## src/rtl/sram_col_if.sv

```systemverilog
// sram_col_if
// Bundles the request handshake from the memory front-end together with the
// cell-level column controls and the sensed bitline levels.
//
//   master : front-end / array side (drives requests and bitline levels)
//   slave  : the column sequencer (drives ready, cell controls, results)
//
// Signals:
//   req_valid, req_ready, req_we, req_addr[AW], req_wdata   request handshake
//   wl[ROWS], pre, drv_en, drv_bl, drv_blb, sae             cell controls
//   bl_sense, blb_sense                                     resolved bitlines
//   rvalid, rdata, rerr, wdone                              completion status
interface sram_col_if #(
    parameter int ROWS = 8,
    parameter int AW   = 3
);
    logic            req_valid;
    logic            req_ready;
    logic            req_we;
    logic [AW-1:0]   req_addr;
    logic            req_wdata;
    logic [ROWS-1:0] wl;
    logic            pre;
    logic            drv_en;
    logic            drv_bl;
    logic            drv_blb;
    logic            sae;
    logic            bl_sense;
    logic            blb_sense;
    logic            rvalid;
    logic            rdata;
    logic            rerr;
    logic            wdone;

    modport master (
        output req_valid, req_we, req_addr, req_wdata, bl_sense, blb_sense,
        input  req_ready, wl, pre, drv_en, drv_bl, drv_blb, sae,
               rvalid, rdata, rerr, wdone
    );

    modport slave (
        input  req_valid, req_we, req_addr, req_wdata, bl_sense, blb_sense,
        output req_ready, wl, pre, drv_en, drv_bl, drv_blb, sae,
               rvalid, rdata, rerr, wdone
    );
endinterface

```

## src/rtl/sram_col_seq.sv

```systemverilog
// sram_col_seq
// Access sequencer for one SRAM column (a bitline pair shared by ROWS cells).
// Turns single-bit read/write requests into wordline, precharge, write-driver
// and sense-enable controls, and samples the sensed bitlines into a read result.
//
// Ports:
//   clk  : clock, all state on the rising edge
//   rst  : synchronous active-high reset
//   bus  : sram_col_if.slave -- request handshake, cell controls, results
//
// Optional feature (compile-time macro SRAM_COL_WRVERIFY_EN):
//   when defined, every write is followed by a read-back of the same row and
//   wdone reports rerr=1 if the sensed bit differs from the written bit or the
//   sense faulted. When undefined, rerr is always 0 alongside wdone.
//
// Every output is a flop loaded from the next-state decode, so there is no
// combinational path from any input to any output.
module sram_col_seq #(
    parameter int ROWS    = 8,
    parameter int AW      = 3,
    parameter int PRE_CYC = 2,
    parameter int WL_CYC  = 2
) (
    input  logic      clk,
    input  logic      rst,
    sram_col_if.slave bus
);

    localparam int MAX_CYC = (PRE_CYC > WL_CYC) ? PRE_CYC : WL_CYC;
    localparam int CW      = (MAX_CYC > 1) ? $clog2(MAX_CYC) : 1;
    localparam logic [CW-1:0] PRE_LAST = CW'(PRE_CYC - 1);
    localparam logic [CW-1:0] WL_LAST  = CW'(WL_CYC - 1);

    typedef enum logic [2:0] {
        IDLE,
        PRE,
        ACC,
        DRV,
        WACC,
        REC
    } state_t;

    // One-hot row decode; addresses at or above ROWS decode to all zeros.
    function automatic logic [ROWS-1:0] row_decode(input logic [AW-1:0] a);
        logic [ROWS-1:0] d;
        d = '0;
        for (int i = 0; i < ROWS; i++) begin
            d[i] = (a == AW'(i));
        end
        return d;
    endfunction

    state_t          state_q, state_nxt;
    logic [CW-1:0]   cnt_q, cnt_nxt;

    // Latched request (data only, no reset needed)
    logic            we_q;
    logic            wdata_q;
    logic [AW-1:0]   addr_q;

    // Registered outputs
    logic            ready_q;
    logic [ROWS-1:0] wl_q;
    logic            pre_q;
    logic            drv_en_q;
    logic            drv_bl_q;
    logic            sae_q;
    logic            rvalid_q;
    logic            wdone_q;
    logic            rdata_q;
    logic            rerr_q;

    // Next-cycle output values
    logic            fire;
    logic            we_eff;
    logic            wdata_eff;
    logic [AW-1:0]   addr_eff;
    logic [ROWS-1:0] wl_nxt;
    logic            pre_nxt;
    logic            drv_en_nxt;
    logic            drv_bl_nxt;
    logic            sae_nxt;
    logic            rvalid_nxt;
    logic            wdone_nxt;
    logic            sample;
    logic            sense_fault;

    assign fire = (state_q == IDLE) && bus.req_valid;

    // On the accept edge the request fields are not yet latched, so the
    // first-phase outputs come straight from the request bus.
    assign we_eff    = fire ? bus.req_we    : we_q;
    assign wdata_eff = fire ? bus.req_wdata : wdata_q;
    assign addr_eff  = fire ? bus.req_addr  : addr_q;

    // The edge that closes the last ACC cycle is the sense sample point.
    assign sample      = (state_q == ACC) && (cnt_q == WL_LAST);
    // An out-of-range row leaves both bitlines precharged, so treat it as a fault.
    assign sense_fault = (bus.bl_sense == bus.blb_sense) || !(|row_decode(addr_q));

    always_ff @(posedge clk) begin
        if (rst) begin
            state_q <= IDLE;
            cnt_q   <= '0;
        end else begin
            state_q <= state_nxt;
            cnt_q   <= cnt_nxt;
        end
    end

    always_comb begin
        state_nxt = state_q;
        cnt_nxt   = cnt_q;
        case (state_q)
            IDLE: begin
                cnt_nxt = '0;
                if (fire) begin
                    state_nxt = bus.req_we ? DRV : PRE;
                end
            end
            PRE: begin
                if (cnt_q == PRE_LAST) begin
                    state_nxt = ACC;
                    cnt_nxt   = '0;
                end else begin
                    cnt_nxt = cnt_q + CW'(1);
                end
            end
            ACC: begin
                if (cnt_q == WL_LAST) begin
                    state_nxt = REC;
                    cnt_nxt   = '0;
                end else begin
                    cnt_nxt = cnt_q + CW'(1);
                end
            end
            DRV: begin
                state_nxt = WACC;
                cnt_nxt   = '0;
            end
            WACC: begin
                if (cnt_q == WL_LAST) begin
`ifdef SRAM_COL_WRVERIFY_EN
                    state_nxt = PRE;
`else
                    state_nxt = REC;
`endif
                    cnt_nxt   = '0;
                end else begin
                    cnt_nxt = cnt_q + CW'(1);
                end
            end
            REC: begin
                state_nxt = IDLE;
                cnt_nxt   = '0;
            end
            default: begin
                state_nxt = IDLE;
                cnt_nxt   = '0;
            end
        endcase

        pre_nxt    = (state_nxt == PRE);
        drv_en_nxt = (state_nxt == DRV) || (state_nxt == WACC);
        drv_bl_nxt = drv_en_nxt && wdata_eff;
        wl_nxt     = ((state_nxt == ACC) || (state_nxt == WACC)) ? row_decode(addr_eff) : '0;
        sae_nxt    = (state_nxt == ACC) && (cnt_nxt == WL_LAST);
        rvalid_nxt = (state_nxt == REC) && !we_eff;
        wdone_nxt  = (state_nxt == REC) && we_eff;
    end

    always_ff @(posedge clk) begin
        if (fire) begin
            we_q    <= bus.req_we;
            wdata_q <= bus.req_wdata;
            addr_q  <= bus.req_addr;
        end
    end

    always_ff @(posedge clk) begin
        if (rst) begin
            ready_q  <= 1'b1;
            wl_q     <= '0;
            pre_q    <= 1'b0;
            drv_en_q <= 1'b0;
            drv_bl_q <= 1'b0;
            sae_q    <= 1'b0;
            rvalid_q <= 1'b0;
            wdone_q  <= 1'b0;
            rdata_q  <= 1'b0;
            rerr_q   <= 1'b0;
        end else begin
            ready_q  <= (state_nxt == IDLE);
            wl_q     <= wl_nxt;
            pre_q    <= pre_nxt;
            drv_en_q <= drv_en_nxt;
            drv_bl_q <= drv_bl_nxt;
            sae_q    <= sae_nxt;
            rvalid_q <= rvalid_nxt;
            wdone_q  <= wdone_nxt;
`ifdef SRAM_COL_WRVERIFY_EN
            // Write read-back only updates rerr; rdata keeps the last read.
            if (sample) begin
                if (we_q) begin
                    rerr_q <= sense_fault || (bus.bl_sense != wdata_q);
                end else begin
                    rdata_q <= sense_fault ? 1'b0 : bus.bl_sense;
                    rerr_q  <= sense_fault;
                end
            end
`else
            if (sample) begin
                rdata_q <= sense_fault ? 1'b0 : bus.bl_sense;
                rerr_q  <= sense_fault;
            end else if (wdone_nxt) begin
                // A plain write never reports an error, even after a faulted read.
                rerr_q <= 1'b0;
            end
`endif
        end
    end

    assign bus.req_ready = ready_q;
    assign bus.wl        = wl_q;
    assign bus.pre       = pre_q;
    assign bus.drv_en    = drv_en_q;
    assign bus.drv_bl    = drv_bl_q;
    assign bus.drv_blb   = ~drv_bl_q;
    assign bus.sae       = sae_q;
    assign bus.rvalid    = rvalid_q;
    assign bus.wdone     = wdone_q;
    assign bus.rdata     = rdata_q;
    assign bus.rerr      = rerr_q;

endmodule

```

## src/flat_wrapper.sv

```systemverilog
// flat-port wrapper written by rule: the top's interface ports become plain ports
module sram_col_seq_flat 
#(
    parameter int ROWS    = 8,
    parameter int AW      = 3,
    parameter int PRE_CYC = 2,
    parameter int WL_CYC  = 2
)
  (clk, rst, bus_req_valid, bus_req_we, bus_req_addr, bus_req_wdata, bus_bl_sense, bus_blb_sense, bus_req_ready, bus_wl, bus_pre, bus_drv_en, bus_drv_bl, bus_drv_blb, bus_sae, bus_rvalid, bus_rdata, bus_rerr, bus_wdone);
  sram_col_if #(.ROWS(ROWS), .AW(AW)) bus_i ();
  input  logic clk;
  input  logic rst;
  input wire logic [$bits(bus_i.req_valid)-1:0] bus_req_valid;
  input wire logic [$bits(bus_i.req_we)-1:0] bus_req_we;
  input wire logic [$bits(bus_i.req_addr)-1:0] bus_req_addr;
  input wire logic [$bits(bus_i.req_wdata)-1:0] bus_req_wdata;
  input wire logic [$bits(bus_i.bl_sense)-1:0] bus_bl_sense;
  input wire logic [$bits(bus_i.blb_sense)-1:0] bus_blb_sense;
  output wire logic [$bits(bus_i.req_ready)-1:0] bus_req_ready;
  output wire logic [$bits(bus_i.wl)-1:0] bus_wl;
  output wire logic [$bits(bus_i.pre)-1:0] bus_pre;
  output wire logic [$bits(bus_i.drv_en)-1:0] bus_drv_en;
  output wire logic [$bits(bus_i.drv_bl)-1:0] bus_drv_bl;
  output wire logic [$bits(bus_i.drv_blb)-1:0] bus_drv_blb;
  output wire logic [$bits(bus_i.sae)-1:0] bus_sae;
  output wire logic [$bits(bus_i.rvalid)-1:0] bus_rvalid;
  output wire logic [$bits(bus_i.rdata)-1:0] bus_rdata;
  output wire logic [$bits(bus_i.rerr)-1:0] bus_rerr;
  output wire logic [$bits(bus_i.wdone)-1:0] bus_wdone;
  assign bus_i.req_valid = bus_req_valid;
  assign bus_i.req_we = bus_req_we;
  assign bus_i.req_addr = bus_req_addr;
  assign bus_i.req_wdata = bus_req_wdata;
  assign bus_i.bl_sense = bus_bl_sense;
  assign bus_i.blb_sense = bus_blb_sense;
  assign bus_req_ready = bus_i.req_ready;
  assign bus_wl = bus_i.wl;
  assign bus_pre = bus_i.pre;
  assign bus_drv_en = bus_i.drv_en;
  assign bus_drv_bl = bus_i.drv_bl;
  assign bus_drv_blb = bus_i.drv_blb;
  assign bus_sae = bus_i.sae;
  assign bus_rvalid = bus_i.rvalid;
  assign bus_rdata = bus_i.rdata;
  assign bus_rerr = bus_i.rerr;
  assign bus_wdone = bus_i.wdone;
  sram_col_seq #(.ROWS(ROWS), .AW(AW), .PRE_CYC(PRE_CYC), .WL_CYC(WL_CYC)) u_core (.clk(clk), .rst(rst), .bus(bus_i));
endmodule
```

## config.mk

```make
export PLATFORM = sky130hd
export DESIGN_NAME = sram_col_seq_flat
export DESIGN_NICKNAME = d
export VERILOG_FILES = /design/src/rtl/sram_col_if.sv /design/src/rtl/sram_col_seq.sv /design/src/flat_wrapper.sv
export SDC_FILE = /design/constraint.sdc
export NUM_CORES = 1
export LEC_CHECK = 0
export CAP_MARGIN = 20
export CORE_UTILIZATION = 45
export CTS_BUF_LIST = sky130_fd_sc_hd__clkbuf_8
export CTS_CLUSTER_DIAMETER = 120
export CTS_CLUSTER_SIZE = 14
export DETAILED_ROUTE_END_ITERATION = 10
export GPL_TIMING_DRIVEN = 0
export PLACE_DENSITY = 0.83
export SYNTH_ARGS = -nofsm -noshare
export SYNTH_HDL_FRONTEND = slang
export SYNTH_SLANG_ARGS = --single-unit
```

## constraint.sdc

```tcl
create_clock -name clk -period 2.3 [get_ports clk]
set_input_delay 0.345 -clock clk [delete_from_list [all_inputs] [get_ports clk]]
set_output_delay 0.345 -clock clk [all_outputs]
set_load 0.05 [all_outputs]
```

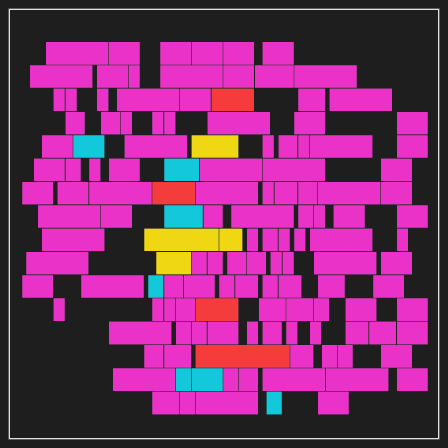
*Sizing map*
| color | size | cells |
|---|---|---|
| magenta | _0 and _1 cells | 121 |
| cyan | _2 cells | 7 |
| red | _6 and larger | 4 |
| yellow | _3 and _4 cells | 4 |

==> out/metrics.csv <==
metric;value;unit
grtUsageMet1;22.9;%
use_met3;3.70;%
hold_viol_final;0;
pg_comb;591;uW
powerDensity;1100;nW/um2
ys_cells;105;
grt_antenna_before_repair;0;
holdPathEnd;u_core.bus.rdata;
reg2reg_slack;0.43;ns
routed-wl-met3;88;um
holdBufCountCts;0;
critPathBufInv;1;
p_leak;0.579;nW
pg_clk;383;uW
comb_area;455;um2
mostFrequentLayoutCells;27 x clkdlybuf4s50_1, 26 x dfxtp_1, 11 x nor2_1;
postSynthCellCount;105;
rows;16;
max-slew-margin-rel;64.8;%
startpoint_type;primary input;
timing.rr.end;u_core.bus.wl[6];
dieArea;2490;um2
drc_errors;0;
fin_area;1410;um2
yosys-mux-area-fraction;6.30;%
antenna_left;0;
comb_cells;68;
topCellsByArea;dfxtp_1 50%, mux2i_1 4.8%, nor2_1 4.0%;
ys_warn_count;0;
vias;847;
synth_cell_types;34;
ff_count;26;
clkbuf_count;3;
initCoreUtil;50.1;%
edf_count;0;
fin_tns_setup;0;ns
buffers;32;
syn_to_final_growth;36.3;%
met1Wirelength;944;um
status;complete, no violations;
grt_pass1_vias;860;
grt_setup_unrepaired;false;
intPower;1.00;mW
cts_setup_buffers;0;
top_cell_area_share;50.4;%
cts_max_path_buffers;2;
hold_ws;0.474;ns
comb_area_share;32.3;%
pre_cts_slack;-0.0173;ns
ys_seq_share;50.4;%
io_pins;28;
clk_pin_slew;0.09;ns
hold_start;u_core.bus.rdata;
root_buffer;clkbuf_8;
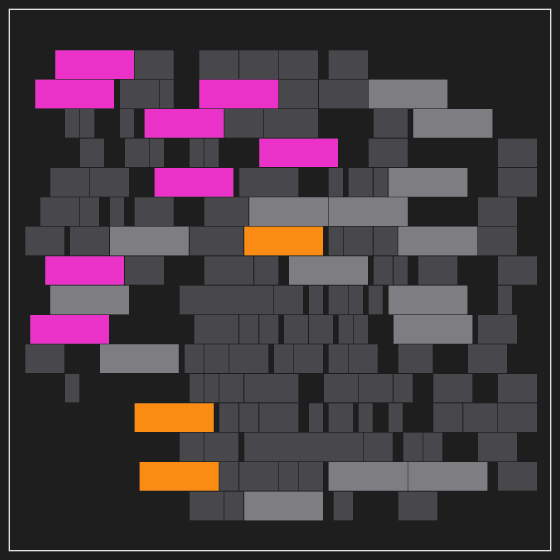
*Sequential cells colored by netlist name*
Other sequential cells in the stronger gray, the rest of the logic in the fainter gray.
| color | name in the netlist | flops |
|---|---|---|
| orange | u_core.state_q | 3 |
| magenta | u_core.bus.wl | 8 |
Seq area share: 36.9%
Seq. pwr: 579 uW
final core occ: 68.3%
FF/Latch Area: 520 um2

No activity file was given, so power comes from the tool's default toggle rates.
